[config.mk]
export PLATFORM = sky130hd
export DESIGN_NAME = br_pred_bht
export DESIGN_NICKNAME = d
export VERILOG_FILES = /design/src/rtl/br_pred_bht.sv
export SDC_FILE = /design/constraint.sdc
export NUM_CORES = 1
export LEC_CHECK = 0
export ABC_CLOCK_PERIOD_IN_PS = 12100
export CAP_MARGIN = 10
export CORE_ASPECT_RATIO = 1.25
export CORE_MARGIN = 10
export CORE_UTILIZATION = 45
export DETAILED_ROUTE_END_ITERATION = 16
export PLACE_DENSITY = 0.68
export SETUP_SLACK_MARGIN = 0.3
export SYNTH_ARGS = -nofsm -noshare
export SYNTH_HDL_FRONTEND = slang
export SYNTH_SLANG_ARGS = --single-unit
[constraint.sdc]
create_clock -name clk -period 12.1 [get_ports clk]
set_input_delay 3.025 -clock clk [delete_from_list [all_inputs] [get_ports clk]]
set_output_delay 3.025 -clock clk [all_outputs]
set_load 0.01 [all_outputs]
[src/rtl/br_pred_bht.sv]
// br_pred_bht: PC-indexed saturating-counter branch predictor with a one-cycle resolve,
// correct-path redirect, counter training and saturating prediction/misprediction statistics.
module br_pred_bht #(
  parameter int ADDR_W      = 32,
  parameter int DATA_W      = 32,
  parameter int BHT_ENTRIES = 64,
  parameter int CTR_W       = 2,
  parameter int INIT_CTR    = 1,
  parameter int STAT_W      = 32
) (
  input  logic              clk,
  input  logic              rst,
  input  logic              stall,
  input  logic              predreq,
  input  logic [ADDR_W-1:0] pc,
  input  logic [DATA_W-1:0] offset,
  input  logic [2:0]        funct3,
  input  logic [DATA_W-1:0] s1data_n,
  input  logic [DATA_W-1:0] s2data_n,
  output logic              brpred_o,
  output logic [ADDR_W-1:0] btpred_o,
  output logic              mispred_o,
  output logic [ADDR_W-1:0] redirect_o,
  output logic [STAT_W-1:0] pred_cnt_o,
  output logic [STAT_W-1:0] mispred_cnt_o
);
  localparam int IDX_W = $clog2(BHT_ENTRIES);
  localparam logic [CTR_W-1:0] CTR_MAX = '1;
  localparam logic [STAT_W-1:0] STAT_MAX = '1;
  logic [CTR_W-1:0] ctr [BHT_ENTRIES];
  logic pend_v, pend_taken;
  logic [ADDR_W-1:0] pend_pc;
  logic [DATA_W-1:0] pend_off;
  logic [2:0] pend_f3;
  logic [IDX_W-1:0] pend_idx, idx;
  logic resolve, legal, cmp, actual, predict;
  logic [CTR_W-1:0] pend_ctr;
  function automatic logic [ADDR_W-1:0] tgt(input logic [ADDR_W-1:0] base, input logic [DATA_W-1:0] off);
    return base + ADDR_W'($signed(off));
  endfunction
  assign idx = pc[IDX_W+1:2];
  assign pend_ctr = ctr[pend_idx];
  assign resolve = pend_v & ~stall;
  assign legal = pend_f3[2:1] != 2'b01;
  // odd encodings (bne/bge/bgeu) are the inverse of their even partner's test
  assign cmp = pend_f3[2] ? (pend_f3[1] ? s1data_n < s2data_n : $signed(s1data_n) < $signed(s2data_n))
                          : s1data_n == s2data_n;
  assign actual = cmp ^ pend_f3[0];
  assign mispred_o = resolve & legal & (actual != pend_taken);
  assign redirect_o = mispred_o ? (actual ? tgt(pend_pc, pend_off) : pend_pc + ADDR_W'(4)) : '0;
  assign predict = predreq & ~stall & ~mispred_o;
  assign brpred_o = predict & ctr[idx][CTR_W-1];
  assign btpred_o = brpred_o ? tgt(pc, offset) : '0;
  always_ff @(posedge clk or posedge rst) begin
    if (rst) begin
      for (int i = 0; i < BHT_ENTRIES; i++) ctr[i] <= CTR_W'(INIT_CTR);
      pend_v        <= 1'b0;
      pend_taken    <= 1'b0;
      pend_pc       <= '0;
      pend_off      <= '0;
      pend_f3       <= '0;
      pend_idx      <= '0;
      pred_cnt_o    <= '0;
      mispred_cnt_o <= '0;
    end else if (!stall) begin
      pend_v <= predict;
      if (predict) begin
        pend_pc    <= pc;
        pend_off   <= offset;
        pend_f3    <= funct3;
        pend_idx   <= idx;
        pend_taken <= ctr[idx][CTR_W-1];
      end
      if (resolve && legal)
        ctr[pend_idx] <= actual ? (pend_ctr == CTR_MAX ? pend_ctr : pend_ctr + CTR_W'(1))
                                : (pend_ctr == '0 ? pend_ctr : pend_ctr - CTR_W'(1));
      if (predict && pred_cnt_o != STAT_MAX) pred_cnt_o <= pred_cnt_o + STAT_W'(1);
      if (mispred_o && mispred_cnt_o != STAT_MAX) mispred_cnt_o <= mispred_cnt_o + STAT_W'(1);
    end
  end
endmodule

Signal wires by layer:
Only two layers are drawn.
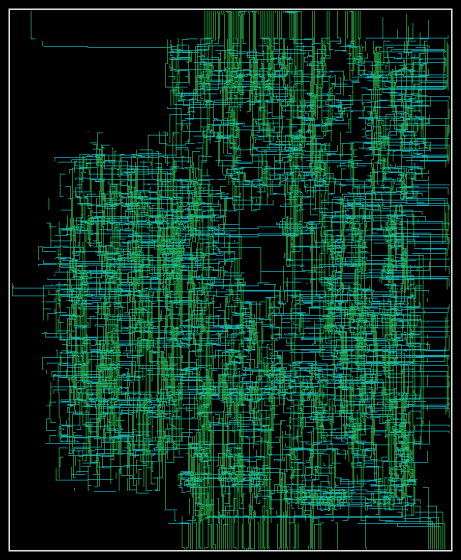
green -> met2  # wire length 25.9 mm
cyan -> met1  # wire length 21.2 mm
WL/cell: 21.1 um
total global-route track usage: 0.212

Gate-type map:
The bar under the picture is 50 um long.
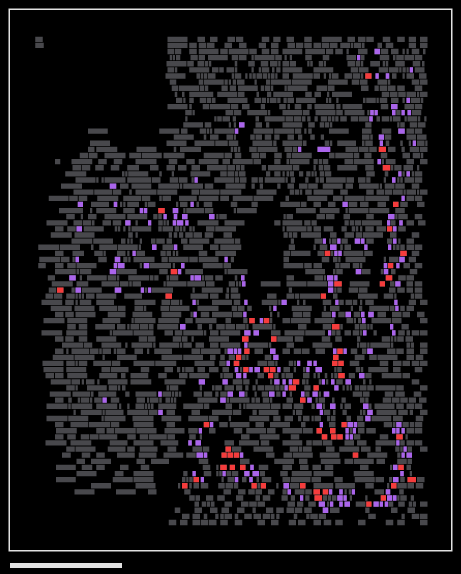
purple -> inverting AOI/OAI gates  # cells 214
red -> AND-OR and OR-AND gates  # cells 66
logic share of the area: 0.478
Commonest Layout Cell: clkdlybuf4s50_1

Clock wiring as the flow saved it:
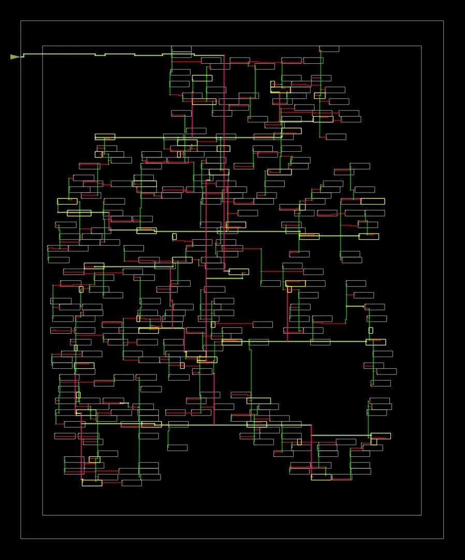
Setup Skew: 29.5 ps
seq_cells: 261
CTS Buf Count: 28

Register map, names as in the netlist:
The bar under the picture is 50 um long.
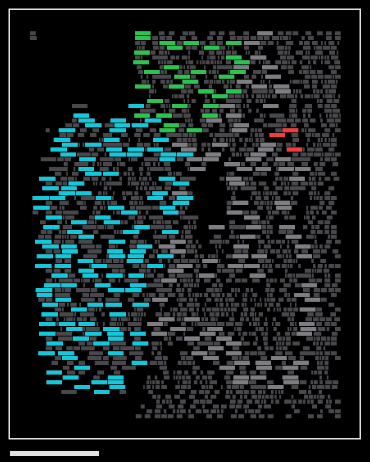
red -> pend_f3  # flops 3
green -> mispred_cnt_o  # flops 32, where top centre
cyan -> ctr  # flops 128
flop share of the area: 0.308
Flop+latch power: 1.13 mW
register area: 6610 um2
post-layout util: 0.561

Ports around the boundary:
Pins as bars across the die edge, other pins in grey.
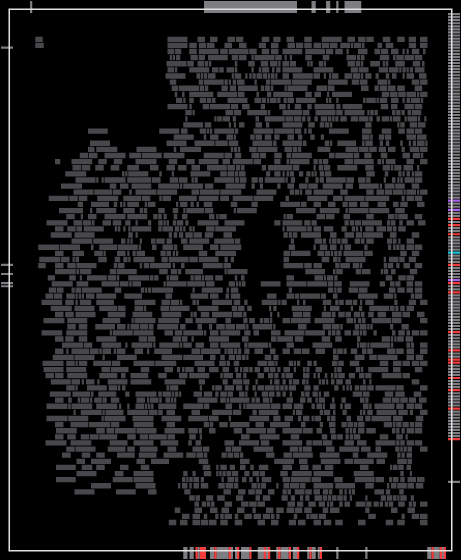
purple -> funct3  # pins 3, direction input, edge right
cyan -> stall  # pins 1, direction input, edge right
red -> offset  # pins 32, direction input, edge 18 bottom, 14 right
all pins by edge = 141 right, 60 bottom, 59 top, 5 left
Die Wd: 196 um
I/O Buffers: 264
die height: 240 um

==> changes_impl.md <==
### Implementation results

- CP required: just over 9000 ps
- M1 wire length: 21200 um
- P&R area growth vs syn: 22.9%
- R2r worst-path depth: 9
- Fp_density: 0.456
- Yosys aoi share: 0.104
- Vias in the first global route: ~15000
- Met3 usage: 0.0334
- Ys flop type: dfrtp_1
- Clock buf count: 33
- IO Pins: roughly 270
- Core box area: around 38000 um2
- R2r startpoint: pend_pc[2]$_DFFE_PP0P_
- Cell-by-cell trace of the critical path: clkdlybuf4s50_1 > inv_1 > ha_1 > a21oi_1 > o21ai_0 > a221o_1 > a32o_1 > a21oi_1 > xnor3_1 > nand2_2 > buf_4 > nand2b_1 > nor4_1 > clkdlybuf4s50_1
- Final cell count without fillers: 2440
- Diodes inserted: 0
- Clock buffer depth: 3
- Worst min path class: register to register
- Largest class: multi-input combinational cells
- Buffering overhead: 0.128
- Async set-reset flop share out of synthesis: 1.00
- Yosys cell types: around 74
- Tool Warnings: 28
- DPL Wire Length: 38400 um
- Crit-path slowest cell: nand2b_1
- Insertion Delay late pin: between 500 and 600 ps
- Final WS setup: between 1000 and 1500 ps
- Ys cells: 1689
- Buf/Inv on CP: 4
- CP endpoint kind: output port
- Worst-path fanout max: approximately 42
- Met2 Resource Use GR: 0.376
- Register share after synthesis: 0.379
- Max Freq: between 90 and 100 MHz
- Final Hold Fails: 0
- CP Data Arrival Time: between 7000 and 8000 ps
- Share of cells above drive strength 1: 0.200
- Post-synth EDFFs: 0
- Least-Margin Pin Slew: roughly 1200 ps
- Multi-input comb cells: around 1300
- Largest register FFs: around 130
- Yosys warnings: 0
- Setup Crit Path Kind: input port to output port
- Outcome: completed
- Initial antenna violation count: 0
- Reg2reg end: ctr[89]$_DFFE_PP0P_
- Max VDD drop: between 0.0001 and 0.00015 V
- DR WL met2: around 26000 um
- Max_cap viols: 0
- Dpl cells: 2388
- Worst hold start: pred_cnt_o[20]$_DFFE_PP0P_
- Final number of setup-violating endpoints: 0
- CTS tree: built
- Leakage power: between 9 and 10 nW
- Flop-to-flop setup slack: roughly 8000 ps
- Final #Nets: approximately 2200
- TAP cells: around 490
- Yosys synthesis chip area: about 17000 um2
- Post-Route WL: 51400 um
- CP Capture Point: btpred_o[18]
- Worst relative slew slack: 0.201
- Final routed DRC violation total: 0
- Minimum clock period: ~11000 ps
- Top layer in use: met4
- Adders+Majority by Area: 0.0734
- First-pass DRT Iterations: 7
- Largest net degree at the start of global routing: 107
- Row count: about 80
- Clk pwr: ~0.94 mW
- Hold Path Depth: 1
- GR Util met1: 0.259
- RePlAce Congestion: 0.897
- Routed wl met3: around 3000 um
- Synth Area in Simple Gates: 0.144
- Combinational cell power: between 1 and 1.5 mW
- Post-CTS setup buffer count: 0
- Busiest layer in global routing: met2
- RSZ-0062 raised after global routing: false
- Post-route cell area: approximately 21000 um2
- Hold slack: around 500 ps
- Sequential Power Share: 0.360
- Layout clock area frac: 0.0468
- Initial drt markers: about 750
- Crit-path max cell delay: 690 ps
- Fin crit share: 0.895
- Logic inverters: roughly 57
- Multiplexer share: 0.190
- Synth flops: approximately 260
- Final Max Tran Viols: 0
- PwrDens: between 100 and 150 nW/um2
- CP delay by family, top: buffers and inverters
- Top cells by area: dfrtp_1 (28%), mux2_2 (13%), dfstp_2 (9.6%), ha_1 (7.0%), mux4_2 (4.5%)
- Top-count cell post-synth: mux2_2
- Clock Power Share: 0.300
- Post-route ant nets: 0
Power and IR drop assume default switching activity.
